$ cat config.mk
export PLATFORM = sky130hd
export DESIGN_NAME = mem_port_arbiter
export DESIGN_NICKNAME = d
export VERILOG_FILES = /design/src/rtl/mem_port_arbiter.sv
export SDC_FILE = /design/constraint.sdc
export NUM_CORES = 1
export LEC_CHECK = 0
export ABC_AREA = 0
export CORE_MARGIN = 2
export CORE_UTILIZATION = 26
export DETAILED_ROUTE_END_ITERATION = 12
export MAX_ROUTING_LAYER = met4
export PLACE_DENSITY = 0.75
export SETUP_SLACK_MARGIN = 0.2
export SLEW_MARGIN = 10
export SYNTH_ARGS = -nofsm -noshare
export SYNTH_HDL_FRONTEND = slang
export SYNTH_SLANG_ARGS = --single-unit
$ cat constraint.sdc
create_clock -name clk -period 1.8 [get_ports clk]
set_input_delay 0.36 -clock clk [delete_from_list [all_inputs] [get_ports clk]]
set_output_delay 0.36 -clock clk [all_outputs]
set_load 0.02 [all_outputs]
$ cat src/rtl/mem_port_arbiter.sv
// Transaction-level arbiter sharing one banked memory between I and D caches.
// Ports: clk, rst (async active-low); per-port req/addr/data_in/wr/rd in,
//   gnt/data_out/busy/err/yield out; memory m_* command out, data/busy/err in.
module mem_port_arbiter #(
    parameter int RD_LAT   = 2,
    parameter int MAX_HOLD = 64
) (
    input  logic        clk,
    input  logic        rst,
    input  logic        i_req,
    input  logic [15:0] i_addr,
    input  logic [15:0] i_data_in,
    input  logic        i_wr,
    input  logic        i_rd,
    input  logic        d_req,
    input  logic [15:0] d_addr,
    input  logic [15:0] d_data_in,
    input  logic        d_wr,
    input  logic        d_rd,
    input  logic [15:0] m_data_out,
    input  logic [3:0]  m_busy,
    input  logic        m_err,
    output logic        i_gnt,
    output logic        d_gnt,
    output logic [15:0] i_data_out,
    output logic [15:0] d_data_out,
    output logic [3:0]  i_busy,
    output logic [3:0]  d_busy,
    output logic        i_err,
    output logic        d_err,
    output logic        i_yield,
    output logic        d_yield,
    output logic [15:0] m_addr,
    output logic [15:0] m_data_in,
    output logic        m_wr,
    output logic        m_rd
);

    localparam int HW = $clog2(MAX_HOLD + 1);
    localparam logic [HW-1:0] HOLD_MAX = HW'(MAX_HOLD);

    typedef enum logic [1:0] {IDLE, OWN_I, OWN_D, DRAIN} state_e;

    state_e            state_q, state_d;
    logic              last_d_q, last_d_d;
    logic [HW-1:0]     hold_q, hold_d;
    logic [RD_LAT-1:0] tv_q, tv_d;
    logic [RD_LAT-1:0] to_q, to_d;

    logic        own_i, own_d;
    logic        pick_i, pick_d;
    logic        o_wr, o_rd, bad;
    logic [15:0] o_addr, o_din;
    logic        tail_v, tail_d;

    assign own_i = (state_q == OWN_I);
    assign own_d = (state_q == OWN_D);

    // I wins unless D alone, or a tie where I owned last
    assign pick_i = i_req & (~d_req | last_d_q);
    assign pick_d = d_req & ~pick_i;

    always_comb begin
        state_d  = state_q;
        last_d_d = last_d_q;
        hold_d   = '0;
        unique case (state_q)
            IDLE: begin
                if (pick_i)      state_d = OWN_I;
                else if (pick_d) state_d = OWN_D;
            end
            OWN_I: begin
                if (!i_req) begin
                    state_d  = DRAIN;
                    last_d_d = 1'b0;
                end else if (d_req && hold_q != HOLD_MAX) begin
                    hold_d = hold_q + 1'b1;
                end else begin
                    hold_d = hold_q;
                end
            end
            OWN_D: begin
                if (!d_req) begin
                    state_d  = DRAIN;
                    last_d_d = 1'b1;
                end else if (i_req && hold_q != HOLD_MAX) begin
                    hold_d = hold_q + 1'b1;
                end else begin
                    hold_d = hold_q;
                end
            end
            DRAIN: begin
                // wait out bank activity and any read still returning
                if (m_busy == 4'b0000 && tv_q == '0) begin
                    if (pick_i)      state_d = OWN_I;
                    else if (pick_d) state_d = OWN_D;
                    else             state_d = IDLE;
                end
            end
            default: state_d = IDLE;
        endcase
    end

    always_comb begin
        o_wr   = 1'b0;
        o_rd   = 1'b0;
        o_addr = '0;
        o_din  = '0;
        if (own_i) begin
            o_wr   = i_wr;
            o_rd   = i_rd;
            o_addr = i_addr;
            o_din  = i_data_in;
        end else if (own_d) begin
            o_wr   = d_wr;
            o_rd   = d_rd;
            o_addr = d_addr;
            o_din  = d_data_in;
        end
    end

    // simultaneous wr and rd is illegal: suppress and flag
    assign bad       = o_wr & o_rd;
    assign m_wr      = o_wr & ~bad;
    assign m_rd      = o_rd & ~bad;
    assign m_addr    = o_addr;
    assign m_data_in = o_din;

    assign i_gnt   = own_i;
    assign d_gnt   = own_d;
    assign i_err   = own_i & (bad | m_err);
    assign d_err   = own_d & (bad | m_err);
    assign i_busy  = own_i ? m_busy : 4'b1111;
    assign d_busy  = own_d ? m_busy : 4'b1111;
    assign i_yield = own_i & i_req & (hold_q == HOLD_MAX);
    assign d_yield = own_d & d_req & (hold_q == HOLD_MAX);

    // owner tag pipeline: to=1 marks a D read
    always_comb begin
        tv_d    = '0;
        to_d    = '0;
        tv_d[0] = m_rd;
        to_d[0] = own_d;
        for (int k = 1; k < RD_LAT; k++) begin
            tv_d[k] = tv_q[k-1];
            to_d[k] = to_q[k-1];
        end
    end

    assign tail_v     = tv_q[RD_LAT-1];
    assign tail_d     = to_q[RD_LAT-1];
    assign i_data_out = (tail_v && !tail_d) ? m_data_out : 16'h0000;
    assign d_data_out = (tail_v &&  tail_d) ? m_data_out : 16'h0000;

    always_ff @(posedge clk or negedge rst) begin
        if (!rst) begin
            state_q  <= IDLE;
            last_d_q <= 1'b1;
            hold_q   <= '0;
            tv_q     <= '0;
            to_q     <= '0;
        end else begin
            state_q  <= state_d;
            last_d_q <= last_d_d;
            hold_q   <= hold_d;
            tv_q     <= tv_d;
            to_q     <= to_d;
        end
    end

endmodule

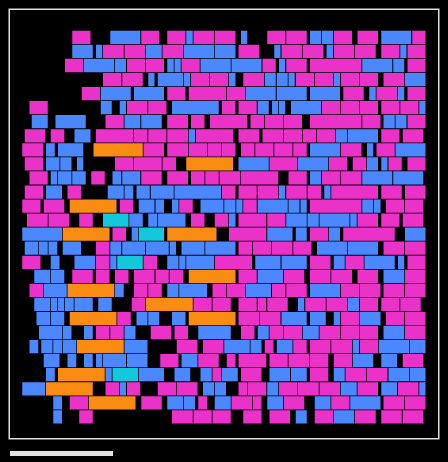
*Placed cells, one colour a class, run 1*
The bar under the picture is 20 um long.
| class | colour | cells |
|---|---|---|
| remaining logic cells | blue | 217 |
| sequential cells | orange | 14 |
| clock drivers and dummy loads | cyan | 4 |
| remaining buffers and delay cells | magenta | 259 |

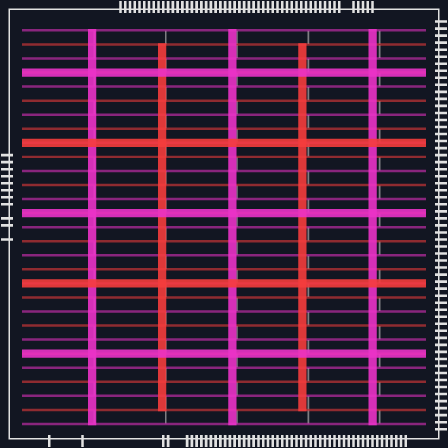
*Floorplan with the power grid, run 1*
Pins as bars on the die edge. Tap cells in grey.
| net | colour |
|---|---|
| VSS | magenta |
| VDD | red |
signal pins: 173
met5 straps: 5

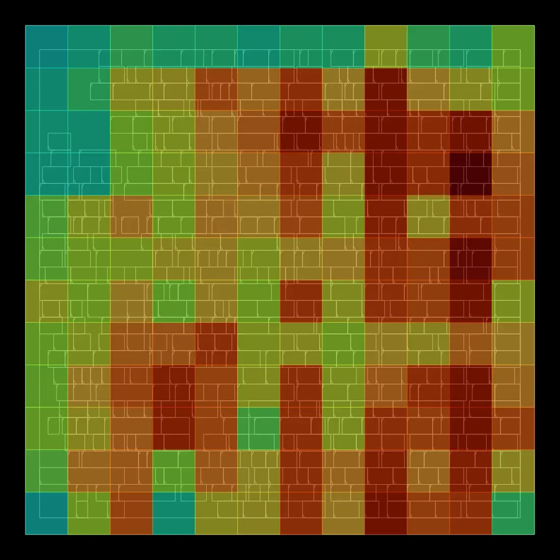
*Track usage over the die, run 1*
fin util: 86.13%
GR Util met1: 30.00%
routed length per instance: 21.28 um
GRT Total Usage: 28.39%

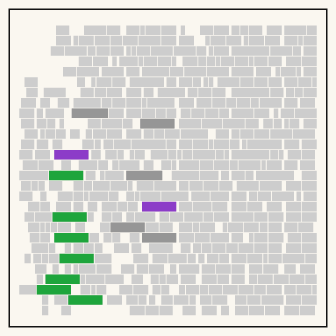
*Register map, names as in the netlist, run 1*
Other sequential cells in the stronger grey, the rest of the logic in the fainter grey.
| netlist name | colour | flops |
|---|---|---|
| `hold_q` | green | 7 |
| `tv_q` | purple | 2 |

==> job_summary.md, run 1 <==
### Flow metrics

| Metric | Value |
|---|---|
| Busiest grt layer | met2 |
| H-tree depth | 1 |
| Cell type with the largest total area | dfrtp_1 |
| DRT iter0 DRCs | 108 |
| DRC violations left | 0 |
| Cell area after synthesis | 1615 um^2 |
| Via count | 3017 |
| Number of enable flip-flop cells | 0 |
| Power Density | 1448 nW/um^2 |
| Worst Hold Path EP | to_q[1]$_DFF_PN0_ |
| Max Buffers Root-to-Sink | 2 |
| Full die area | 6859 um^2 |
| GR Util met3 | 4.076% |
| Internal | 4.046 mW |
| Layout area overhead | 217.6% |
| Post-DP HPWL | 6479 um |
| Final Hold Viols | 0 |
| N_diodes | 0 |
| Yosys top cell area share | 20.14% |
| Critical path's slowest cell | dfrtp_1 |
| Reg2reg start | state_q[1]$_DFFE_PN0P_ |
| Vias per cell | 5.302 |
| Clock network fraction of total power | 4.2% |
| Status | finished with violations |
| Final setup viols | 51 |
| Clk_lat worst skew | 250 ps |
| Met3 routed wirelength | 647 um |
| CTS buffer count | 3 |
| Inst Count DP | 521 |
| Clock-cell share | 1.073% |
| Synth Seq Share | 21.77% |
| Logic pwr share | 89.4% |
| Kind of critical path | flip-flop to output port |
| Syn_area_per_cell | 6.540 um^2 |
| Cell area leaders | dfrtp_1, nand2_1, o21ai_0 |
| Reg2Reg Capture Point | state_q[1]$_DFFE_PN0P_ |
| GP Congestion | 0.8388 |
| Num ports | 173 |
| Syn Inst Count | 247 |
| Largest cell class | non-clock buffers |
| Crit path capture | m_addr[9] |
| Peak supply drop | 1059 uV |
| Met2 Use GR | 53.15% |
| Setup ws final | -206.5 ps |
| Worst Max-Slew Pin Slew | 358.3 ps |
| Seq/total area | 6.878% |
| Gate Area | 1892 um^2 |
| Filler cell count | 274 |
| Registers, synthesis | 14 |
| First-pass GRT wire length | 15470 um |
| Sequential power share | 6.4% |
| TritonRoute pass-1 iters | 5 |
| Die height | 82.82 um |
| Fin cells | 569 |
| P_clk | 0.312 mW |
| DR WL met2 | 6467 um |
| Hold path cells | 0 |
| Logic share of the area | 36.88% |
| Post-synth mux share | 2.014% |
| Ratio of final minimum period to clock period | 111.5% |
| CP top delay family | buffers and inverters |
| Fmax | 498.4 MHz |
| Crit-path max cell delay | 390 ps |
| Tool warnings | 34 |
| Hold-fix buffers, CTS | 0 |
| Non-clk bufs | 259 |
| R2r setup slk | -120 ps |
| Failing checks | setup timing |
| Final WL | 12110 um |
| Largest net degree at the start of global routing | 19 |
| Most used flip-flop cell after synthesis | dfrtp_1 |
| Antenna violations before repair | 0 |
| Core ar. | 5956 um^2 |
| Dpl cell area | 4151 um^2 |
| # Cells Yosys | 247 |
| Total power | 7.427 mW |
| HP Start | to_q[0]$_DFF_PN0_ |
| Largest reg by FF count | hold_q |
| Yosys simple share | 42.60% |
| DRT antenna net count | 0 |
| Overflow after GRT | 0 |
| Flop count | 14 |
| Max reg flops | 7 |
| Comb group | 6.64 mW |
| Post-synthesis cell type count | 36 |
==> inputs of run 2 (changes only) <==
- clock period: 1.8 -> 1.6 ns (I/O delays scaled with it)
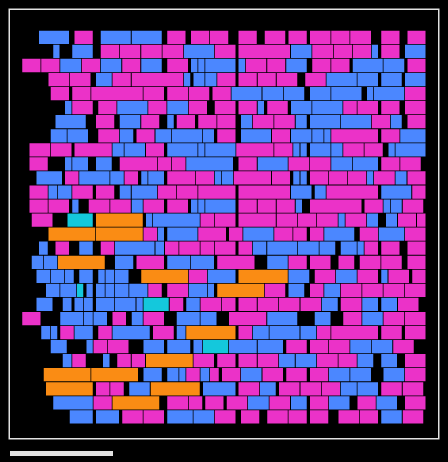
*Placed cells, one colour a class, run 2*
The bar under the picture is 20 um long.
| class | colour | cells |
|---|---|---|
| remaining buffers and delay cells | magenta | 247 |
| sequential cells | orange | 14 |
| clock drivers and dummy loads | cyan | 4 |
| remaining logic cells | blue | 217 |
Finished Cell Area: 5293 um^2
Core ar.: 5956 um^2
Seq/total area: 6.690%
num rows: 28

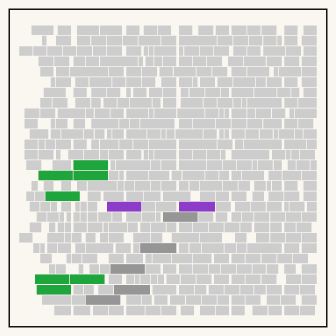
*Register map, names as in the netlist, run 2*
Other sequential cells in the stronger grey, the rest of the logic in the fainter grey.
| netlist name | colour | flops |
|---|---|---|
| `hold_q` | green | 7 |
| `tv_q` | purple | 2 |

==> run 2 against run 1 <==
The flow still finishes with violations (setup timing). Flip-flop count is the same. Die area stayed put. Clock skew rose by 0.83 ps. Combinational power rose by 15%. Largest power group unchanged.
==> job_summary.md, run 2 <==
### Flow metrics

| Metric | Value |
|---|---|
| Antenna violations before repair | 0 |
| Sequential power share | 6.4% |
| GRT Total Usage | 29.57% |
| Clk_lat worst skew | 260 ps |
| Logic share of the area | 38.79% |
| Final WL | 12930 um |
| H-tree depth | 1 |
| DRT iter0 DRCs | 134 |
| First-pass GRT wire length | 15870 um |
| Yosys top cell area share | 20.14% |
| Final setup viols | 85 |
| Reg2reg start | state_q[1]$_DFFE_PN0P_ |
| Failing checks | setup timing |
| Layout area overhead | 227.7% |
| Crit-path max cell delay | 410 ps |
| Largest reg by FF count | hold_q |
| Setup ws final | -388.2 ps |
| Clock-cell share | 0.8511% |
| Final Hold Viols | 0 |
| Flop count | 14 |
| Clock network fraction of total power | 3.7% |
| Status | finished with violations |
| Overflow after GRT | 0 |
| Full die area | 6859 um^2 |
| Met3 routed wirelength | 814 um |
| GR Util met3 | 5.070% |
| Met2 Use GR | 54.91% |
| Cell area leaders | dfrtp_1, nand2_1, o21ai_0 |
| Peak supply drop | 1380 uV |
| TritonRoute pass-1 iters | 4 |
| N_diodes | 0 |
| Fin cells | 557 |
| Cell type with the largest total area | dfrtp_1 |
| GP Congestion | 0.8721 |
| Largest cell class | non-clock buffers |
| Post-synthesis cell type count | 36 |
| HP Start | to_q[0]$_DFF_PN0_ |
| Most used flip-flop cell after synthesis | dfrtp_1 |
| Die height | 82.82 um |
| Comb group | 7.66 mW |
No activity file was given, so power comes from the tool's default toggle rates.
